File: config.mk
export PLATFORM = sky130hd
export DESIGN_NAME = mem_port_arbiter
export DESIGN_NICKNAME = d
export VERILOG_FILES = /design/src/rtl/sik_pkg.sv /design/src/rtl/mem_port_arbiter.sv
export SDC_FILE = /design/constraint.sdc
export NUM_CORES = 1
export LEC_CHECK = 0
export CAP_MARGIN = 0
export CORE_MARGIN = 10
export CORE_UTILIZATION = 29
export DETAILED_ROUTE_END_ITERATION = 16
export PLACE_DENSITY = 0.87
export SYNTH_ARGS = -nofsm -noshare
export SYNTH_HDL_FRONTEND = slang
export SYNTH_SLANG_ARGS = --single-unit
File: constraint.sdc
create_clock -name clk -period 3.15 [get_ports clk]
set_input_delay 0.63 -clock clk [delete_from_list [all_inputs] [get_ports clk]]
set_output_delay 0.63 -clock clk [all_outputs]
set_load 0.01 [all_outputs]
File: src/rtl/sik_pkg.sv
// Shared constants and encodings for the stack-processor memory subsystem.
package sik_pkg;

    localparam int WORD_W = 16;
    localparam int ADDR_W = 16;

    // Arbiter sequencing: nothing outstanding, or one access in flight.
    typedef enum logic [0:0] {
        ST_IDLE = 1'b0,
        ST_WAIT = 1'b1
    } state_e;

    // Which requester owns the access currently in flight.
    typedef enum logic [1:0] {
        OWN_NONE  = 2'd0,
        OWN_FETCH = 2'd1,
        OWN_DATA  = 2'd2
    } owner_e;

endpackage : sik_pkg

File: src/rtl/mem_port_arbiter.sv
// Arbitrates the single-port main memory between the fetch (F) and
// load/store (D) units. One access is outstanding at a time; the issue slot
// reopens on the completion cycle so back-to-back accesses run at one per
// MEM_LAT cycles. D has priority, but F is forced through after STARVE_MAX
// consecutive D grants taken while F was waiting.
module mem_port_arbiter #(
    parameter int WORD_W     = sik_pkg::WORD_W,
    parameter int ADDR_W     = sik_pkg::ADDR_W,
    parameter int MEM_LAT    = 1,
    parameter int STARVE_MAX = 3
) (
    input  logic              clk,
    input  logic              reset,
    input  logic              halt,
    input  logic              f_req,
    input  logic [ADDR_W-1:0] f_addr,
    output logic              f_gnt,
    output logic              f_rvalid,
    output logic [WORD_W-1:0] f_rdata,
    input  logic              d_req,
    input  logic              d_we,
    input  logic [ADDR_W-1:0] d_addr,
    input  logic [WORD_W-1:0] d_wdata,
    output logic              d_gnt,
    output logic              d_rvalid,
    output logic [WORD_W-1:0] d_rdata,
    output logic              m_en,
    output logic              m_we,
    output logic [ADDR_W-1:0] m_addr,
    output logic [WORD_W-1:0] m_wdata,
    input  logic [WORD_W-1:0] m_rdata
);

    import sik_pkg::*;

    // Latency counter holds 1..4; starvation counter saturates at STARVE_MAX.
    localparam int LAT_W = 3;
    localparam int SC_W  = (STARVE_MAX < 2) ? 1 : $clog2(STARVE_MAX + 1);
    localparam logic [LAT_W-1:0] LAT_INIT = LAT_W'(MEM_LAT);
    localparam logic [SC_W-1:0]  SC_MAX   = SC_W'(STARVE_MAX);

    state_e            state_r;
    state_e            state_nxt_s;
    owner_e            owner_r;
    owner_e            owner_nxt_s;
    logic [LAT_W-1:0]  lat_cnt_r;
    logic [LAT_W-1:0]  lat_nxt_s;
    logic [SC_W-1:0]   starve_cnt_r;
    logic [SC_W-1:0]   starve_nxt_s;
    logic              store_r;
    logic              store_nxt_s;

    logic              complete_s;
    logic              slot_open_s;
    logic              win_d_s;
    logic              win_f_s;

    // Final cycle of the in-flight access: rvalid fires and a new issue may overlap.
    always_comb begin
        complete_s = 1'b0;
        if ((state_r == ST_WAIT) && (lat_cnt_r == 3'd1)) begin
            complete_s = 1'b1;
        end else begin
            complete_s = 1'b0;
        end
    end

    // Open the issue slot and pick the winner: D first unless F has waited out STARVE_MAX D grants.
    always_comb begin
        slot_open_s = 1'b0;
        win_d_s     = 1'b0;
        win_f_s     = 1'b0;
        if (reset && !halt && ((state_r == ST_IDLE) || complete_s)) begin
            slot_open_s = 1'b1;
        end else begin
            slot_open_s = 1'b0;
        end
        if (slot_open_s && d_req && !(f_req && (starve_cnt_r == SC_MAX))) begin
            win_d_s = 1'b1;
        end else if (slot_open_s && f_req) begin
            win_f_s = 1'b1;
        end else begin
            win_d_s = 1'b0;
            win_f_s = 1'b0;
        end
    end

    // State register: async reset drops any in-flight access so no rvalid follows release.
    always_ff @(posedge clk or negedge reset) begin
        if (!reset) begin
            state_r      <= ST_IDLE;
            owner_r      <= OWN_NONE;
            lat_cnt_r    <= {LAT_W{1'b0}};
            starve_cnt_r <= {SC_W{1'b0}};
            store_r      <= 1'b0;
        end else begin
            state_r      <= state_nxt_s;
            owner_r      <= owner_nxt_s;
            lat_cnt_r    <= lat_nxt_s;
            starve_cnt_r <= starve_nxt_s;
            store_r      <= store_nxt_s;
        end
    end

    // Next state: issue reloads the latency count, otherwise count down and retire to IDLE.
    always_comb begin
        state_nxt_s  = state_r;
        owner_nxt_s  = owner_r;
        lat_nxt_s    = lat_cnt_r;
        store_nxt_s  = store_r;
        starve_nxt_s = starve_cnt_r;
        if (win_d_s || win_f_s) begin
            state_nxt_s = ST_WAIT;
            lat_nxt_s   = LAT_INIT;
            if (win_d_s) begin
                owner_nxt_s = OWN_DATA;
                store_nxt_s = d_we;
            end else begin
                owner_nxt_s = OWN_FETCH;
                store_nxt_s = 1'b0;
            end
        end else if (state_r == ST_WAIT) begin
            if (complete_s) begin
                state_nxt_s = ST_IDLE;
                owner_nxt_s = OWN_NONE;
                lat_nxt_s   = {LAT_W{1'b0}};
                store_nxt_s = 1'b0;
            end else begin
                lat_nxt_s = lat_cnt_r - 3'd1;
            end
        end else begin
            state_nxt_s = ST_IDLE;
            owner_nxt_s = OWN_NONE;
        end
        // F waiting while D keeps winning is counted; any F grant or idle F clears it.
        if (win_f_s || !f_req) begin
            starve_nxt_s = {SC_W{1'b0}};
        end else if (win_d_s && (starve_cnt_r != SC_MAX)) begin
            starve_nxt_s = starve_cnt_r + {{(SC_W-1){1'b0}}, 1'b1};
        end else begin
            starve_nxt_s = starve_cnt_r;
        end
    end

    // Outputs: grant and memory strobe track the winner; read data is routed to the owner only.
    always_comb begin
        f_gnt    = win_f_s;
        d_gnt    = win_d_s;
        m_en     = win_f_s | win_d_s;
        m_we     = 1'b0;
        m_addr   = {ADDR_W{1'b0}};
        m_wdata  = {WORD_W{1'b0}};
        f_rvalid = 1'b0;
        f_rdata  = {WORD_W{1'b0}};
        d_rvalid = 1'b0;
        d_rdata  = {WORD_W{1'b0}};
        if (win_d_s) begin
            m_addr = d_addr;
            if (d_we) begin
                m_we    = 1'b1;
                m_wdata = d_wdata;
            end else begin
                m_we    = 1'b0;
                m_wdata = {WORD_W{1'b0}};
            end
        end else if (win_f_s) begin
            m_addr = f_addr;
        end else begin
            m_addr = {ADDR_W{1'b0}};
        end
        if (complete_s && (owner_r == OWN_FETCH)) begin
            f_rvalid = 1'b1;
            f_rdata  = m_rdata;
        end else if (complete_s && (owner_r == OWN_DATA)) begin
            d_rvalid = 1'b1;
            if (store_r) begin
                d_rdata = {WORD_W{1'b0}};
            end else begin
                d_rdata = m_rdata;
            end
        end else begin
            f_rvalid = 1'b0;
            d_rvalid = 1'b0;
        end
    end

endmodule : mem_port_arbiter

final_congestion.png
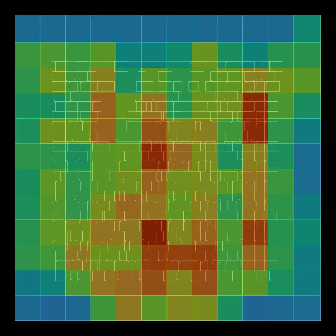
GRT Max-Usage Layer: met2
met2 capacity usage during global routing: 26.9%

metal_stack.png
Bar = 20 um.
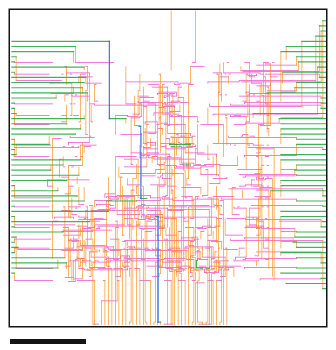
Key: blue = met4 [wire length 67.3 um]; orange = met2 [wire length 2710 um]; green = met3 [wire length 897 um]; magenta = met1 [wire length 2150 um]

==> results.toml <==
# yosys + openroad results
[logic_synthesis]
synthTopCellsByArea = "and2_1 26%, dfrtp_1 19%, nand3_1 8.2%, a21oi_1 6.9%, nand2_1 6.8%"
synth.area.mux_share_pct = 1.72
logic_family = "simple AND/OR/NAND/NOR gates"
synthCells = 163
ys_sh_aoi_pct = 16.2

[finish]
nClkBuffers = 3
fin_nets = 377
final_area_mm2 = 0.00270
n_all_inverters = 3
final_core_util_pct = 71.5
reg.largest.list = "lat_cnt_r x3, owner_r x2, starve_cnt_r x2"
largest_register = "lat_cnt_r"
area_share_nonclk_buffers_pct = 55.3
largest_class = "buffers"

[die]
taps = 48
core_mm2 = 0.00377
initial_core_util_pct = 30.9
fp.dieH_um = 83.4

[placement]
place_inst = 346
place_ws_ns = 0.0102

[run_status]
status = "finished clean"

[clocking]
hold_buffers = 0
cts_setup_buffers = 0
cts_buffers = 3
htree_levels = 1
clk_latency_ns = 0.23

[setup_path]
critical_path.endpoint = "m_wdata[8]"
r2r_setup_slack_ns = 1.52
crit_buf_inv = 2
startpoint = "d_req"
crit_path_max_fanout = 18
critPathMaxStageDelay_ns = 0.54

[timing]
finalCritPeriodShare_pct = 97.7
final.setup_skew_ns = 0.00252
max_slew_margin_pct = 68.3
fin_ws_ns = 0.0733

[pwr]
sw_frac_of_total_pct = 37.2
power_leakage_nw = 1.30
seq_power_uw = 204
vdd_drop_max_mv = 0.165
combPwrFrac_pct = 56.6

[routing]
route.detailed.drc = 0
num_vias = 1692
first_iter_violations = 57
first_pass_iters = 4
drt-met1-wl_mm = 2.15
ant_nets = 0

[worst_hold_path]
hold_end = "starve_cnt_r[1]$_DFFE_PN0P_"
